<file path="src/rtl/axis_nibble_framer_pkg.sv">
// Shared definitions for the nibble framer: keep encodings, nibble helpers, FSM states.
package axis_nibble_pkg;

  localparam logic [7:0] KEEP_1N = 8'd4;
  localparam logic [7:0] KEEP_2N = 8'd8;
  localparam logic [7:0] KEEP_3N = 8'd12;
  localparam logic [7:0] KEEP_4N = 8'd16;

  typedef enum logic [2:0] {FILL, DROP, HDR, PAY, TRL} state_t;

  // Any keep value outside the four legal encodings carries no nibbles.
  function automatic logic [2:0] nib_count(input logic [7:0] keep);
    case (keep)
      KEEP_1N: return 3'd1;
      KEEP_2N: return 3'd2;
      KEEP_3N: return 3'd3;
      KEEP_4N: return 3'd4;
      default: return 3'd0;
    endcase
  endfunction

  function automatic logic [15:0] nib_mask(input logic [2:0] n);
    case (n)
      3'd1:    return 16'h000F;
      3'd2:    return 16'h00FF;
      3'd3:    return 16'h0FFF;
      3'd4:    return 16'hFFFF;
      default: return 16'h0000;
    endcase
  endfunction

endpackage

</file>
<file path="src/rtl/axis_nibble_framer_if.sv">
// AXI-stream bus carrying 16-bit packed words with a bit-count keep field.
interface axis_nibble_framer_if;
  logic [15:0] data;
  logic        valid;
  logic        last;
  logic [7:0]  keep;
  logic        ready;

  modport master (output data, valid, last, keep, input ready);
  modport slave  (input data, valid, last, keep, output ready);
endinterface

</file>
<file path="src/rtl/axis_nibble_framer_buf.sv">
// Packet word store: one write port, one registered read port, {count, data} per entry.
module pkt_word_buf #(
  parameter int unsigned DEPTH = 64,
  parameter int unsigned AW    = $clog2(DEPTH)
) (
  input  logic          clk,
  input  logic          wr_en,
  input  logic [AW-1:0] wr_addr,
  input  logic [18:0]   wr_data,
  input  logic [AW-1:0] rd_addr,
  output logic [18:0]   rd_data
);

  logic [18:0] mem [DEPTH];

  always_ff @(posedge clk) begin
    if (wr_en) mem[wr_addr] <= wr_data;
    rd_data <= mem[rd_addr];
  end

endmodule

</file>
<file path="src/rtl/axis_nibble_framer.sv">
// Store-and-forward framer: buffers one packet, then emits header(len), payload, trailer(csum).
module axis_nibble_framer
  import axis_nibble_pkg::*;
#(
  parameter int unsigned DEPTH = 64,
  parameter int unsigned AW    = $clog2(DEPTH)
) (
  input  logic                 clk,
  input  logic                 rst,
  axis_nibble_framer_if.slave  s,
  axis_nibble_framer_if.master m,
  output logic                 pkt_drop
);

  state_t        state_q, state_d;
  logic [AW:0]   wr_ptr_q, wr_ptr_d;
  logic [AW-1:0] rd_ptr_q, rd_ptr_d;
  logic [15:0]   len_q, len_d, csum_q, csum_d;
  logic          s_ready_q, drop_d;
  logic          wr_en;
  logic [2:0]    n;
  logic [15:0]   data_z;
  logic [18:0]   rdata;
  logic          full, s_fire;
  logic          m_valid_c, m_last_c;
  logic [15:0]  m_data_c;
  logic [7:0]   m_keep_c;

  assign n      = nib_count(s.keep);
  assign data_z = s.data & nib_mask(n);
  assign s_fire = s.valid && s_ready_q;
  assign full   = (wr_ptr_q == (AW+1)'(DEPTH));

  // Read address follows the next rd_ptr so rdata always holds buffer[rd_ptr_q].
  pkt_word_buf #(.DEPTH(DEPTH), .AW(AW)) u_buf (
    .clk     (clk),
    .wr_en   (wr_en),
    .wr_addr (wr_ptr_q[AW-1:0]),
    .wr_data ({n, data_z}),
    .rd_addr (rd_ptr_d),
    .rd_data (rdata)
  );

  always_comb begin
    state_d   = state_q;
    wr_ptr_d  = wr_ptr_q;
    rd_ptr_d  = rd_ptr_q;
    len_d     = len_q;
    csum_d    = csum_q;
    wr_en     = 1'b0;
    drop_d    = 1'b0;
    m_valid_c = 1'b0;
    m_last_c  = 1'b0;
    m_data_c  = '0;
    m_keep_c  = '0;
    case (state_q)
      FILL: begin
        if (s_fire) begin
          if (n != 3'd0 && full) begin
            if (s.last) begin
              drop_d   = 1'b1;
              wr_ptr_d = '0;
              rd_ptr_d = '0;
              len_d    = '0;
              csum_d   = '0;
            end else begin
              state_d = DROP;
            end
          end else begin
            if (n != 3'd0) begin
              wr_en    = 1'b1;
              wr_ptr_d = wr_ptr_q + (AW+1)'(1);
              len_d    = len_q + 16'(n);
              csum_d   = csum_q + data_z;
            end
            if (s.last) state_d = HDR;
          end
        end
      end
      DROP: begin
        if (s_fire && s.last) begin
          drop_d   = 1'b1;
          wr_ptr_d = '0;
          rd_ptr_d = '0;
          len_d    = '0;
          csum_d   = '0;
          state_d  = FILL;
        end
      end
      HDR: begin
        m_valid_c = 1'b1;
        m_data_c  = len_q;
        m_keep_c  = KEEP_4N;
        if (m.ready) state_d = (wr_ptr_q != '0) ? PAY : TRL;
      end
      PAY: begin
        m_valid_c = 1'b1;
        m_data_c  = rdata[15:0];
        m_keep_c  = {3'b000, rdata[18:16], 2'b00};
        if (m.ready) begin
          rd_ptr_d = rd_ptr_q + AW'(1);
          if ({1'b0, rd_ptr_q} == wr_ptr_q - (AW+1)'(1)) state_d = TRL;
        end
      end
      TRL: begin
        m_valid_c = 1'b1;
        m_data_c  = csum_q;
        m_keep_c  = KEEP_4N;
        m_last_c  = 1'b1;
        if (m.ready) begin
          wr_ptr_d = '0;
          rd_ptr_d = '0;
          len_d    = '0;
          csum_d   = '0;
          state_d  = FILL;
        end
      end
      default: state_d = FILL;
    endcase
  end

  always_ff @(posedge clk) begin
    if (rst) begin
      state_q   <= FILL;
      wr_ptr_q  <= '0;
      rd_ptr_q  <= '0;
      len_q     <= '0;
      csum_q    <= '0;
      s_ready_q <= 1'b0;
      pkt_drop  <= 1'b0;
    end else begin
      state_q   <= state_d;
      wr_ptr_q  <= wr_ptr_d;
      rd_ptr_q  <= rd_ptr_d;
      len_q     <= len_d;
      csum_q    <= csum_d;
      s_ready_q <= (state_d == FILL) || (state_d == DROP);
      pkt_drop  <= drop_d;
    end
  end

  assign s.ready = s_ready_q;
  assign m.valid = m_valid_c;
  assign m.data  = m_data_c;
  assign m.keep  = m_keep_c;
  assign m.last  = m_last_c;

endmodule

</file>
<file path="src/flat_wrapper.sv">
// flat-port wrapper written by rule: the top's interface ports become plain ports
module axis_nibble_framer_flat import axis_nibble_pkg::*;
#(
  parameter int unsigned DEPTH = 64,
  parameter int unsigned AW    = $clog2(DEPTH)
)
  (clk, rst, pkt_drop, s_data, s_valid, s_last, s_keep, s_ready, m_data, m_valid, m_last, m_keep, m_ready);
  axis_nibble_framer_if s_i ();
  axis_nibble_framer_if m_i ();
  input  logic clk;
  input  logic rst;
  output logic pkt_drop;
  input wire logic [$bits(s_i.data)-1:0] s_data;
  input wire logic [$bits(s_i.valid)-1:0] s_valid;
  input wire logic [$bits(s_i.last)-1:0] s_last;
  input wire logic [$bits(s_i.keep)-1:0] s_keep;
  output wire logic [$bits(s_i.ready)-1:0] s_ready;
  output wire logic [$bits(m_i.data)-1:0] m_data;
  output wire logic [$bits(m_i.valid)-1:0] m_valid;
  output wire logic [$bits(m_i.last)-1:0] m_last;
  output wire logic [$bits(m_i.keep)-1:0] m_keep;
  input wire logic [$bits(m_i.ready)-1:0] m_ready;
  assign s_i.data = s_data;
  assign s_i.valid = s_valid;
  assign s_i.last = s_last;
  assign s_i.keep = s_keep;
  assign s_ready = s_i.ready;
  assign m_data = m_i.data;
  assign m_valid = m_i.valid;
  assign m_last = m_i.last;
  assign m_keep = m_i.keep;
  assign m_i.ready = m_ready;
  axis_nibble_framer #(.DEPTH(DEPTH), .AW(AW)) u_core (.clk(clk), .rst(rst), .s(s_i), .m(m_i), .pkt_drop(pkt_drop));
endmodule
</file>
<file path="config.mk">
export PLATFORM = sky130hd
export DESIGN_NAME = axis_nibble_framer_flat
export DESIGN_NICKNAME = d
export VERILOG_FILES = /design/src/rtl/axis_nibble_framer_pkg.sv /design/src/rtl/axis_nibble_framer_if.sv /design/src/rtl/axis_nibble_framer_buf.sv /design/src/rtl/axis_nibble_framer.sv /design/src/flat_wrapper.sv
export SDC_FILE = /design/constraint.sdc
export NUM_CORES = 2
export LEC_CHECK = 0
export CAP_MARGIN = 40
export CORE_MARGIN = 1
export CORE_UTILIZATION = 44
export DETAILED_ROUTE_END_ITERATION = 10
export PLACE_DENSITY = 0.7
export SETUP_SLACK_MARGIN = 0.3
export SLEW_MARGIN = 20
export SYNTH_ARGS = -nofsm -noshare
export SYNTH_HDL_FRONTEND = slang
export SYNTH_SLANG_ARGS = --single-unit
</file>
<file path="constraint.sdc">
create_clock -name clk -period 16.1 [get_ports clk]
set_input_delay 4.83 -clock clk [delete_from_list [all_inputs] [get_ports clk]]
set_output_delay 4.83 -clock clk [all_outputs]
set_load 0.005 [all_outputs]
</file>
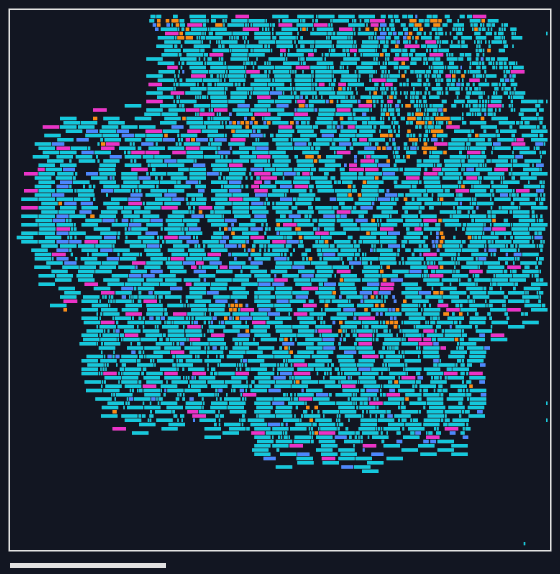
*Cells by drive strength*
Bar = 100 um.
magenta -> drive 6 and up  # cells 181, share 5.1%
orange -> drive 3 to 4  # cells 154, share 4.4%
blue -> drive 2  # cells 291, share 8.2%
cyan -> drive 1 or less  # cells 2910, share 82%
number of non-clock buffers: 211
final setup margin: 6460 ps

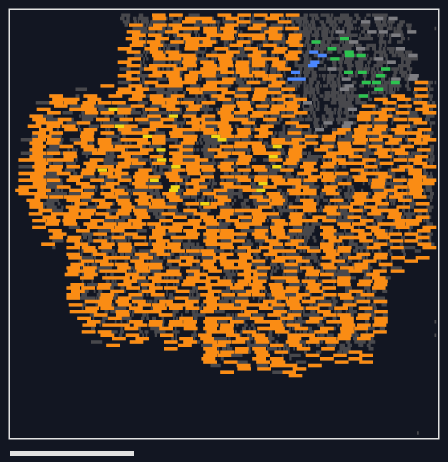
*Register map, names as in the netlist*
Bar = 100 um.
blue -> u_core.wr_ptr_q  # placed flops 7
yellow -> u_core.u_buf.rd_data  # placed flops 19
green -> u_core.len_q  # placed flops 16, where top right
orange -> u_core.u_buf.mem  # placed flops 1216
not coloured = 27
Core Util, Final: 50.8%
Flop area: 0.0379 mm^2

==> notes.md <==
flow finished, numbers: status complete, no violations, power consumption 6.51 mW, Commonest Layout Cell edfxtp_1, DRC errors left 0, num rows 125, CP cell instances clkdlybuf4s50_1 -> or3_1 -> nand4b_1 -> o21a_1 -> o32a_4 -> buf_4 -> buf_4 -> mux4_2 -> nand3_1 -> nand4_1 -> a21oi_1 -> o211ai_2, Synth Register Bits 1285, Area Overhead vs Synth 14.0%, DIE HEIGHT 345 um, Largest register FFs 1216, Die X 345 um, remaining antenna violation count 0, DRT Pass-1 Iters 10, crit path capture type register, Top FF cell, synth edfxtp_1, most frequent cells in the layout edfxtp_1, nand2_1, nand3_1, mux4_2, Max stage delay on crit path 800 ps, Final nets 3485, share of layout cells above drive strength 1 17.7%, All-Layer GR Usage 23.0%, total routed wirelength 140000 um, GR Util met1 32.1%, routing usage on met2 36.2%, Inst Count DP 4822, Final Hold Fails 0, post-synth area from yosys stat 0.0519 mm^2, clk ins delay skew pair 720 ps, library cells used by synthesis 73, H-tree depth 3, CP Max Fanout 64, most frequent cell after synthesis edfxtp_1, top cells, area edfxtp_1, mux4_2, nand2_1, largest net degree at the start of global routing 145, post-CTS sizing 0, cell taking the most area after synthesis edfxtp_1, RSZ-0062 raised after global routing false, vias 31086, setup violators final 0, setup TNS 0 ps, CP delay by family, top buffers and inverters, I/O Buffers 51, Mapped Area 0.0519 mm^2, first-pass GRT wire length 202000 um, asr flop ratio synth 0%, WP buf/inv 3, Worst-Margin Slew 1020 ps, placed instance area 0.0549 mm^2, DR iter-0 viols 4646, arrival time worst endpoint 10230 ps, # hold bufs at CTS 0, Most Crowded Layer GR met2, Max-slew headroom 32.2%, Hold Path Class reg2reg, YS warnings 0, # Cells Yosys 3316, WL/cell 27.7 um, pre-CTS WS 5800 ps, GR Layer Usage met3 4.61%, Post-Syn Area per Cell 15.7 um^2, fin crit share 59.9%, Clock Tree Buf Depth 3, Tool Warnings 37, post-synthesis sequential area ratio 73.0%, core area 0.117 mm^2, number of global-route vias before repair 29160, slowest CP cell buf_4, Slew Viols, Final 0, Via density 6.14, worst setup path category in2reg, chip area 0.119 mm^2, Top reg by flops u_core.u_buf.mem, Dominant cell area share 70.4%, top cells by count edfxtp_1, nand2_1, nand3_1, clkbuf_1, mux4_2, Top Ports 57, f_max 0.104 GHz, gr ovfl total 0, CTS root buf clkbuf_16, Hold WS 484 ps, biggest regs u_core.u_buf.mem: 1216 flops, u_core.u_buf.rd_data: 19 flops, LEAKAGE 17.3 nW, final non-filler cell total 5061, Crit path top cell by count buf_4, setup bufs post-CTS 0, peak supply drop 101 uV, Power Density 110 mW/mm^2, # fillers 9264, detailed placement HPWL 80300 um, design area 0.0592 mm^2, Synth Instances 3316, Final Wtd Congestion 0.874, Initial Utilization 44.5%, Reg clk slew, reported paths 70 ps, clock tree from TritonCTS yes, min cycle time layout 9640 ps, critical path startpoint category input port, max-cap violations 0, EDFF count, synth 1216, Critical Path RT 16690 ps, initial antenna violation count 9
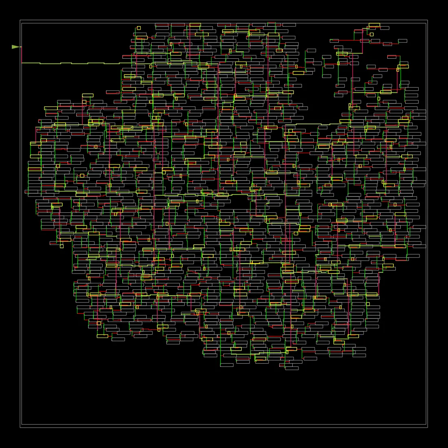
*Clock wiring as the flow saved it*
clk_buf instances: 148
Flops: 1285
Num CTS Buffers: 119
Clock Sinks: 1285
worst clock skew: 44.8 ps

[final timing paths]
| path | depth (start not counted) | from | slack [ps] | endpoint |
|---|---|---|---|---|
| hold / removal | 2 | u_core.csum_q[5] | 480 | u_core.csum_q[5] |
| setup reg to reg | 11 | u_core.wr_ptr_q[3] | 10540 | u_core.u_buf.rd_data[11] |
| setup / recovery | 12 | s_keep[3] | 6460 | u_core.u_buf.rd_data[11] |
| hold reg to reg | 2 | u_core.csum_q[5] | 480 | u_core.csum_q[5] |
[power by group]
group	internal, mW	switching (mW)
clock network	1.62	1.25
registers	3.60	0.00243
logic	0.0157	0.0219
[final cells by class]
| type | instances | area [um^2] | area share [%] |
|---|---|---|---|
| Clock inverter | 77 | 851 | 1.44 |
| Inverter | 9 | 33.8 | 0.0571 |
| Clock buffer | 148 | 3150 | 5.32 |
| Multi-Input combinational cell | 1806 | 13300 | 22.4 |
| Sequential cell | 1285 | 37900 | 64.1 |
| Timing Repair Buffer | 211 | 2050 | 3.47 |
| Antenna cell | 1 | 2.50 | 0.00423 |
| Tap cell | 1524 | 1910 | 3.22 |
[cells by family after synthesis]
logic type	count (synthesis)	synth area share [%]
flops	1285	73.0
simple gates	1006	8.90
compound gates	513	7.25
buf+inv	229	2.09
mux	224	7.57
xor+xnor	34	0.574
fa+ha+maj	24	0.607
other cells	1	0.00722
[tightest hold or removal path, delay by kind of cell, from the launching register on]
kind               cells  cell delay, ps
DFF                    1             330
and+or+nand+nor        1              50
AOI/OAI and AO/OA      1              60
[metal layers]
layer  vias to the layer above  routed length, um
li1                      13235                  -
met1                     15831              54500
met2                      1769              66200
met3                       245              14700
met4                         6               4750
met5                         -                123
No activity file was given, so power comes from the tool's default toggle rates.
